run_1/congestion.png
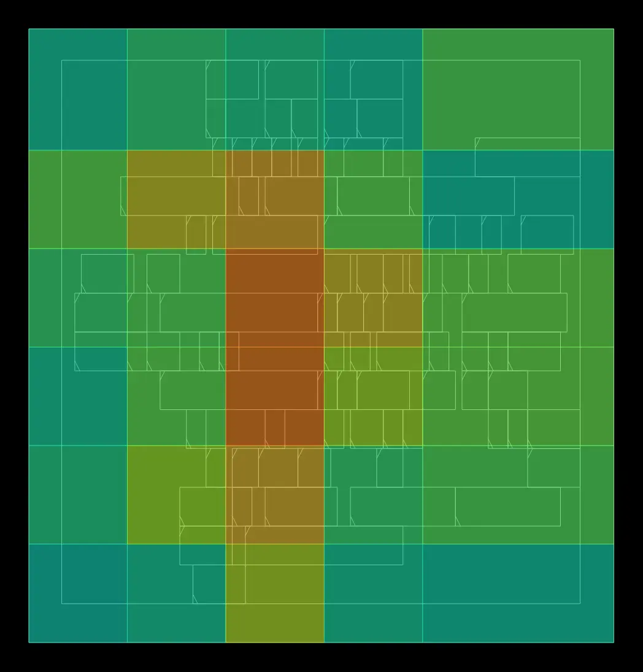
run_1/io_fan.png
(12 px per micron)
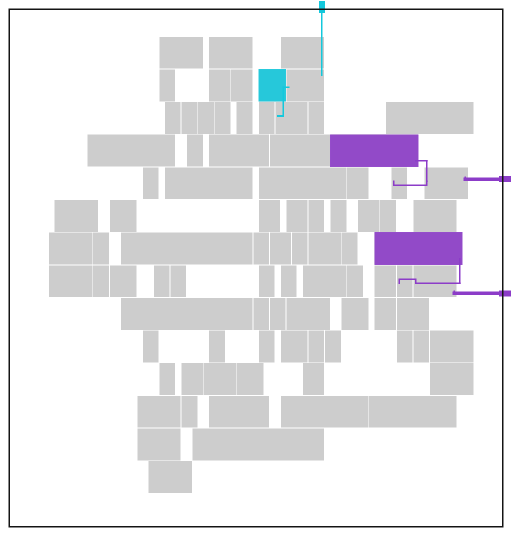
run_1/sizes.png
(8 px per micron)
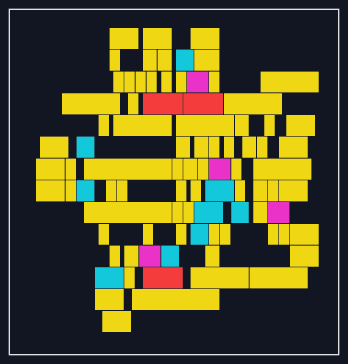
### src/rtl/trace_fabric_mgmt_mux.sv
// Two-input round-robin Avalon-ST mux for the trace fabric management return path.
// One-entry buffer per input, one-entry output stage; the source index is prepended to the channel.
module trace_fabric_mgmt_mux #(
  parameter int DATA_WIDTH    = 1,
  parameter int CHANNEL_WIDTH = 1
) (
  input  logic                     clk,
  input  logic                     reset_n,
  input  logic [CHANNEL_WIDTH-1:0] in0_channel,
  input  logic                     in0_valid,
  output logic                     in0_ready,
  input  logic [DATA_WIDTH-1:0]    in0_data,
  input  logic [CHANNEL_WIDTH-1:0] in1_channel,
  input  logic                     in1_valid,
  output logic                     in1_ready,
  input  logic [DATA_WIDTH-1:0]    in1_data,
  output logic [CHANNEL_WIDTH:0]   out_channel,
  output logic                     out_valid,
  input  logic                     out_ready,
  output logic [DATA_WIDTH-1:0]    out_data
);

  logic                     in_valid [2];
  logic [DATA_WIDTH-1:0]    in_data [2];
  logic [CHANNEL_WIDTH-1:0] in_channel [2];
  logic                     in_ready [2];

  assign in_valid[0]   = in0_valid;
  assign in_valid[1]   = in1_valid;
  assign in_data[0]    = in0_data;
  assign in_data[1]    = in1_data;
  assign in_channel[0] = in0_channel;
  assign in_channel[1] = in1_channel;
  assign in0_ready     = in_ready[0];
  assign in1_ready     = in_ready[1];

  logic                     buf_valid_reg [2];
  logic [DATA_WIDTH-1:0]    buf_data_reg [2];
  logic [CHANNEL_WIDTH-1:0] buf_channel_reg [2];

  logic                     out_valid_reg;
  logic [CHANNEL_WIDTH:0]   out_channel_reg;
  logic [DATA_WIDTH-1:0]    out_data_reg;
  logic                     last_grant_reg;

  logic       acc;
  logic       grant_idx;
  logic [1:0] grant;

  // grant is one-hot and already qualified by the output stage being able to accept
  always_comb begin
    acc       = out_ready || !out_valid_reg;
    grant_idx = 1'b0;
    if (buf_valid_reg[0] && buf_valid_reg[1]) begin
      grant_idx = !last_grant_reg;
    end else if (buf_valid_reg[1]) begin
      grant_idx = 1'b1;
    end
    grant = 2'b00;
    if (acc && (buf_valid_reg[0] || buf_valid_reg[1])) begin
      grant = grant_idx ? 2'b10 : 2'b01;
    end
  end

  generate
    for (genvar gi = 0; gi < 2; gi++) begin : g_in_buf
      // a draining buffer can take the next beat in the same cycle
      assign in_ready[gi] = !buf_valid_reg[gi] || grant[gi];

      always_ff @(posedge clk) begin
        if (!reset_n) begin
          buf_valid_reg[gi]   <= 1'b0;
          buf_data_reg[gi]    <= '0;
          buf_channel_reg[gi] <= '0;
        end else if (in_valid[gi] && in_ready[gi]) begin
          buf_valid_reg[gi]   <= 1'b1;
          buf_data_reg[gi]    <= in_data[gi];
          buf_channel_reg[gi] <= in_channel[gi];
        end else if (grant[gi]) begin
          buf_valid_reg[gi]   <= 1'b0;
        end
      end
    end
  endgenerate

  always_ff @(posedge clk) begin
    if (!reset_n) begin
      out_valid_reg   <= 1'b0;
      out_channel_reg <= '0;
      out_data_reg    <= '0;
      last_grant_reg  <= 1'b1;
    end else if (grant != 2'b00) begin
      out_valid_reg   <= 1'b1;
      out_data_reg    <= buf_data_reg[grant_idx];
      out_channel_reg <= {grant_idx, buf_channel_reg[grant_idx]};
      last_grant_reg  <= grant_idx;
    end else if (out_ready) begin
      out_valid_reg   <= 1'b0;
    end
  end

  assign out_valid   = out_valid_reg;
  assign out_channel = out_channel_reg;
  assign out_data    = out_data_reg;

endmodule

### config.mk
export PLATFORM = sky130hd
export DESIGN_NAME = trace_fabric_mgmt_mux
export DESIGN_NICKNAME = d
export VERILOG_FILES = /design/src/rtl/trace_fabric_mgmt_mux.sv
export SDC_FILE = /design/constraint.sdc
export NUM_CORES = 1
export LEC_CHECK = 0
export ABC_AREA = 1
export CORE_AREA = 2 2 39 41
export CTS_BUF_LIST = sky130_fd_sc_hd__clkbuf_8
export DETAILED_ROUTE_END_ITERATION = 7
export DIE_AREA = 0 0 41 43
export HOLD_SLACK_MARGIN = 0.12
export PLACE_DENSITY = 0.76
export SYNTH_ARGS = -nofsm -noshare
export SYNTH_HDL_FRONTEND = slang
export SYNTH_SLANG_ARGS = --single-unit
export TNS_END_PERCENT = 5
### constraint.sdc
create_clock -name clk -period 1.9 [get_ports clk]
set_input_delay 0.38 -clock clk [delete_from_list [all_inputs] [get_ports clk]]
set_output_delay 0.38 -clock clk [all_outputs]
set_load 0.01 [all_outputs]
==> impl_metrics.csv, run 1 <==
group,metric,value,unit
synth,synth_area_leader_cell,"dfxtp_1",
worst_setup_path,worstPathArrival,1.43,ns
pwr,netSwitchingFraction,25.7,%
synth,logic_family,"simple AND/OR/NAND/NOR gates",
finish,drive_gt1_share,18.2,%
outcome,status,"finished clean",
clock_tree,cts_sinks,11,
worst_setup_path,crit_type,"primary input to output pin",
min_path,min_path_type,"flop to flop",
floorplanning,fp.dieH,43,microns
sta,period_used_share,95.2,%
pwr,p_per_area,868,mW/mm^2
job,maxCapViolCount,0,
finish,lay_top_cells,"23 x nand2_1, 12 x inv_1, 12 x clkdlybuf4s50_1",
job,tool_warnings,26,
sta,period_minus_slack,1.81,ns
sta,slew_headroom,78.7,%
worst_setup_path,required,1.52,ns
synth,synth_warnings,0,
global_routing,grt_pass1_wl,1490,microns
worst_setup_path,reg2reg_slack,0.62,ns
synth,ys_cells,67,
pwr,maxPowerGroup,"sequential cells",
synth,simple_gate_area_share,35.5,%
drt,drc_errors,0,
floorplanning,num_rows,14,
synth,aoi_share,4.96,%
sta,max_slew.worst_pin.slew,0.319,ns
global_routing,gr-total-overflow,0,
worst_setup_path,worstPathMaxFanout,3,
global_routing,grt_start_max_net_pins,9,
sta,hold_viol,0,
placement,place_area,689,sq um
synth,ys_types,11,
floorplanning,initCoreUtil,36.4,%
finish,nFillCells,131,
drt,antenna_left,0,
synth,postSynthSeqShare,49.6,%
worst_setup_path,start_kind,"primary input",
placement,place_congestion,0.763,
clock_tree,cts_tree,"done",
pwr,p_seq_share,43.6,%
pwr,p_switching,0.164,mW
sta,fmax,553,MHz
sta,tns,0,ns
drt,dr.pass1.iters,4,
clock_tree,cts_hold_buf,0,
synth,mux_area_share,0,%
drt,wirelength,895,microns
clock_tree,clockRootBuffer,"clkbuf_8",
pwr,powerClk,0.225,mW
finish,mostFrequentLayoutCell,"nand2_1",
synth,ys_ff,11,
sta,skew,0.00164,ns
finish,num-nets-final,98,
floorplanning,die_area,0.00176,sq mm
synth,avgSynthCellArea,7.53,sq um
synth,top_area_share,31.8,%
floorplanning,die_w,41,microns
clock_tree,post_cts_buffers,0,
synth,area_leaders,"dfxtp_1 32%, edfxtp_1 18%, nand2_1 17%, inv_1 8.2%, nand3_1 6.9%",
sta,final-setup-viol-count,0,
sta,holdWs,0.458,ns
pwr,p_leak,0.363,nW
pwr,seq_power,0.279,mW
synth,syn_nets,76,
clock_tree,clkLatencyLatePin,0.23,ns
floorplanning,core,0.00138,sq mm
sta,rsz0062_at_grt,"no",
Notes on congestion.png above:
GR Util met1: 13.4%
most used routing layer: met2
gr usage total: 12.6%
per-cell routed wire length: 8.61 microns

Notes on io_fan.png above:
- in1_ready: cyan (bits 1; direction output; end cells 1; wire 8.50 microns)
- out_channel: purple (bits 2; direction output; end cells 2; wire 20.4 microns)
port bufs: 14
I/O pin total: 15

Notes on sizes.png above:
- _6 and larger: red (cells 3; share 3.4%)
- _0 and _1 cells: yellow (cells 72; share 82%)
- _2 cells: cyan (cells 9; share 10%)
- _3 and _4 cells: magenta (cells 4; share 4.5%)
final instance area: 738 sq um
Area Overhead vs Synth: 46.4%
Final WS setup: 0.0906 ns

## run 1: worst max-delay path, stage by stage
cell and delay (ns):
clkdlybuf4s50_1 0.46, inv_1 0.04, nand2_1 0.12, nand3_2 0.11, nand2_2 0.09, clkdlybuf4s15_1 0.24
## run 1: routing by layer
metal | GRT usage, % | vias up | share of wire, %
li1 | - | 248 | -
met1 | 13.4 | 200 | 44
met2 | 20.6 | 11 | 49
met3 | 4.71 | 2 | 4.9
met4 | 6.00 | 0 | 2.1
met5 | 0 | - | 0
## run 1: cells in the mapped netlist, drive strengths merged
cell type and instances:
nand2 27, inv 11, nand3 9, dfxtp 8, a21oi 5, edfxtp 3
nor2 2, buf 1, clkinv 1
## run 1: worst paths after layout
| kind | start | end | depth (start not counted) |
|---|---|---|---|
| setup / recovery | out_ready | in0_ready | 6 |
| hold / removal | last_grant_reg | last_grant_reg | 2 |
| setup reg to reg | buf_valid_reg[0] | buf_channel_reg[0] | 6 |
| hold reg to reg | last_grant_reg | last_grant_reg | 2 |
## run 1: what timing repair did
item | in CTS | in global routing
gates cloned | 0 | 0
endpoints found under the setup margin | 2 | 1
endpoints found under the hold margin | 0 | 0
gates resized | 3 | 1
## run 1: per-stage QoR
stage	util, %	std cells	setup WS [ns]
after detailed placement	49.8	100	-0.194
after global placement	49.8	100	-0.187
final	53.3	104	0.0906
after global routing	53.3	104	0.0205
after floorplan	-	67	0.710
after CTS	53.3	104	0.0564
## run 1: layout make-up
class / count / area, sq um / share of cell area (%)
clock inverter: 1 / 3.75 / 0.508
timing repair buffer: 18 / 169 / 22.9
tap: 16 / 20.0 / 2.71
inverter: 12 / 45.0 / 6.10
sequential: 11 / 250 / 33.9
clock buffer: 3 / 41.3 / 5.59
multi-input combinational: 43 / 209 / 28.3
## Run 2: what changed since run 1
- CAP_MARGIN: not set -> 20
- CORE_AREA: 2 2 39 41 -> not set
- CORE_MARGIN: not set -> 2
- CORE_UTILIZATION: not set -> 30
- DIE_AREA: 0 0 41 43 -> not set
- PLACE_DENSITY: 0.76 -> 0.65
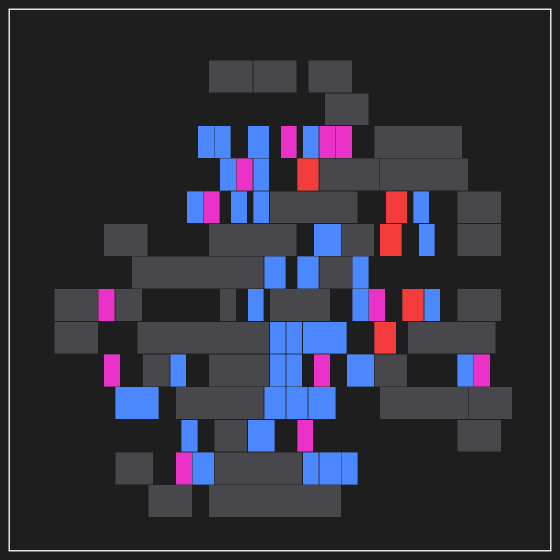
run_2/logic_types.png
(12 px per micron)
- aoi and oai cells: red (cells 5)
- inv cells: magenta (cells 12)
- nand cells: blue (cells 36)
Non-Filler Instances: 104
Comb/total area: 27.8%
Commonest Layout Cell: nand2_1

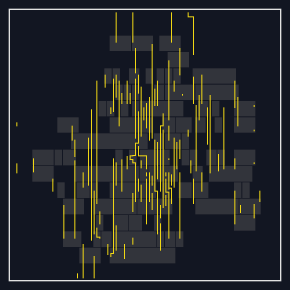
run_2/layer_met2.png
(6 px per micron) Cells faint in the background.
- wire length on this layer: 508 microns
- share of all routed wire: 50%
- longest straight run: 21.8 microns
- nets with wire on the layer: 81
- main direction: vertical
met2 usage: 18.9%
Vias: 482
final wirelength: 1010 microns

==> run 2 against run 1 <==
Core utilization decreased by 5.8 points. Synthesized cell count unchanged. Routed wire length increased by 13%. Critical endpoint unchanged.
==> impl_metrics.csv, run 2 <==
group,metric,value,unit
drt,drc_errors,0,
global_routing,gr-usage-all-layers,11.2,%
worst_setup_path,worstPathArrival,1.44,ns
pwr,ir_drop,0.000413,V
finish,num-nets-final,98,
sta,final-setup-viol-count,0,
drt,dr.pass1.iters,4,
finish,seqCellArea,250,sq um
global_routing,antenna_found_initial,0,
worst_setup_path,start_kind,"primary input",
synth,top_area_share,31.8,%
global_routing,grt_pass1_vias,399,
finish,logic_area,204,sq um
placement,dp_hpwl,786,microns
synth,ys_types,11,
sta,rsz0062_at_grt,"no",
finish,syn2layout_area_growth,45.4,%
finish,finish.instance_area,733,sq um
floorplanning,initCoreUtil,32.7,%
finish,diodes,0,
global_routing,grt_start_max_net_pins,9,
pwr,p_leak,0.361,nW
placement,place_area,689,sq um
sta,final_max_slew_viol_count,0,
synth,area_leaders,"dfxtp_1 32%, edfxtp_1 18%, nand2_1 17%, inv_1 8.2%, nand3_1 6.9%",
sta,period_used_share,95.7,%
synth,postSynthSeqShare,49.6,%
placement,place_congestion,0.693,
clock_tree,h-tree-depth,1,
sta,setup_slack,0.0822,ns
synth,synth_cells,67,
global_routing,gr-total-overflow,0,
clock_tree,clock_path_buffers,2,
finish,lay_top_cells,"23 x nand2_1, 12 x inv_1, 12 x clkdlybuf4s50_1",
synth,ff_type,"dfxtp_1",
synth,avgSynthCellArea,7.53,sq um
floorplanning,die_area,0.00202,sq mm
floorplanning,num_rows,14,
clock_tree,cts_tree,"done",
drt,routed_via_density,4.63,
floorplanning,core,0.00154,sq mm
placement,port_buffers,14,
floorplanning,fp.dieH,45.0,microns
synth,async_reset_ff_share,0,%
clock_tree,post_cts_buffers,0,
sta,max_slew.worst_pin.slew,0.305,ns
synth,ys_area,504,sq um
synth,top_cells_by_count,"23 x nand2_1, 11 x inv_1, 8 x dfxtp_1",
synth,edf_count,3,
drt,wire_per_inst,9.73,microns
sta,period_minus_slack,1.82,ns
job,maxCapViolCount,0,
worst_setup_path,required,1.52,ns
placement,post-place-ws,-0.192,ns
min_path,min_path_type,"flop to flop",
outcome,status,"finished clean",
synth,ys_cells,67,
synth,ys_ff,11,
sta,slew_headroom,79.6,%
worst_setup_path,crit_type,"primary input to output pin",
sta,hold_viol,0,
pwr,p_per_area,879,mW/mm^2
finish,nFillCells,160,
clock_tree,clockRootBuffer,"clkbuf_8",
global_routing,grt_pass1_wl,1580,microns
job,tool_warnings,26,
clock_tree,cts_buffers,3,
sta,fmax,550,MHz
floorplanning,die_w,45.0,microns
clock_tree,clkLatencyLatePin,0.24,ns
sta,tns,0,ns
clock_tree,clkTransAtPathRegs,0.05,ns
synth,synth_area,504,sq um
sta,skew,0.000998,ns
drt,antenna_left,0,
synth,top_cell,"nand2_1",
clock_tree,cts_sinks,11,
sta,holdWs,0.460,ns
worst_setup_path,endpoint_kind,"output pin",
synth,synth_area_leader_cell,"dfxtp_1",
floorplanning,io_pins,15,
finish,drive_gt1_share,17.0,%
synth,syn_nets,76,
synth,synth_warnings,0,
worst_setup_path,worstPathMaxFanout,3,
[run 2: cell counts in the layout (fill, tap and decap cells not counted)]
No cell type changed its count.
[run 2: power breakdown]
group	total (mW)	internal, mW	switching, mW
clock network	0.229	0.142	0.0871
logic	0.136	0.0680	0.0683
registers	0.279	0.266	0.0129
total	0.644	0.476	0.168
[run 2: worst paths after layout]
check / start / to / slack (ns) / depth (start not counted)
worst max-delay path: out_ready / in0_ready / 0.08 / 6
worst min-delay path: out_channel[1] / out_channel[1] / 0.46 / 2
worst max register to register: buf_valid_reg[0] / buf_data_reg[0] / 0.63 / 6
worst min register to register: out_channel[1] / out_channel[1] / 0.46 / 2
[run 2: cell type report]
cell class	count	area share, %
timing repair buffer	18	23.0
inverter	12	6.14
multi-input combinational	43	27.8
clock inverter	1	0.512
tap	16	2.73
sequential	11	34.1
clock buffer	3	5.63
[run 2: repair_timing]
item	4_1_cts	5_1_grt
endpoints found under the setup margin	2	1
resized	2	1
hold buffers	0	0
[run 2: worst max-delay path, cell delays in order]
cell and delay [ns]:
clkdlybuf4s50_1 0.45, inv_1 0.03, nand2_1 0.11, nand3_2 0.11, nand2_2 0.09, dlygate4sd2_1 0.27
[run 2: through the flow]
step | utilization, % | power (mW) | instances
floorplan | - | 0.355 | 67
global placement | 44.7 | 0.420 | 100
detailed placement | 44.7 | 0.423 | 100
CTS | 47.5 | 0.648 | 104
global route | 47.6 | 0.670 | 104
finish | 47.6 | 0.644 | 104
[run 2: logic make-up after synthesis]
group | synth area share [%]
flops | 49.6
simple gates | 35.5
buf+inv | 9.92
compound gates | 4.96
[run 2: layer usage]
metal	wire (microns)	global-route usage (%)	share of wire, %	vias to the layer above
met3	50	3.60	4.9	4
met1	425	12.0	42	212
met4	28	7.06	2.8	0
met2	507	18.9	50	16
met5	0	0	0	-
li1	-	-	-	250
Power is estimated from default activity; no workload was simulated.
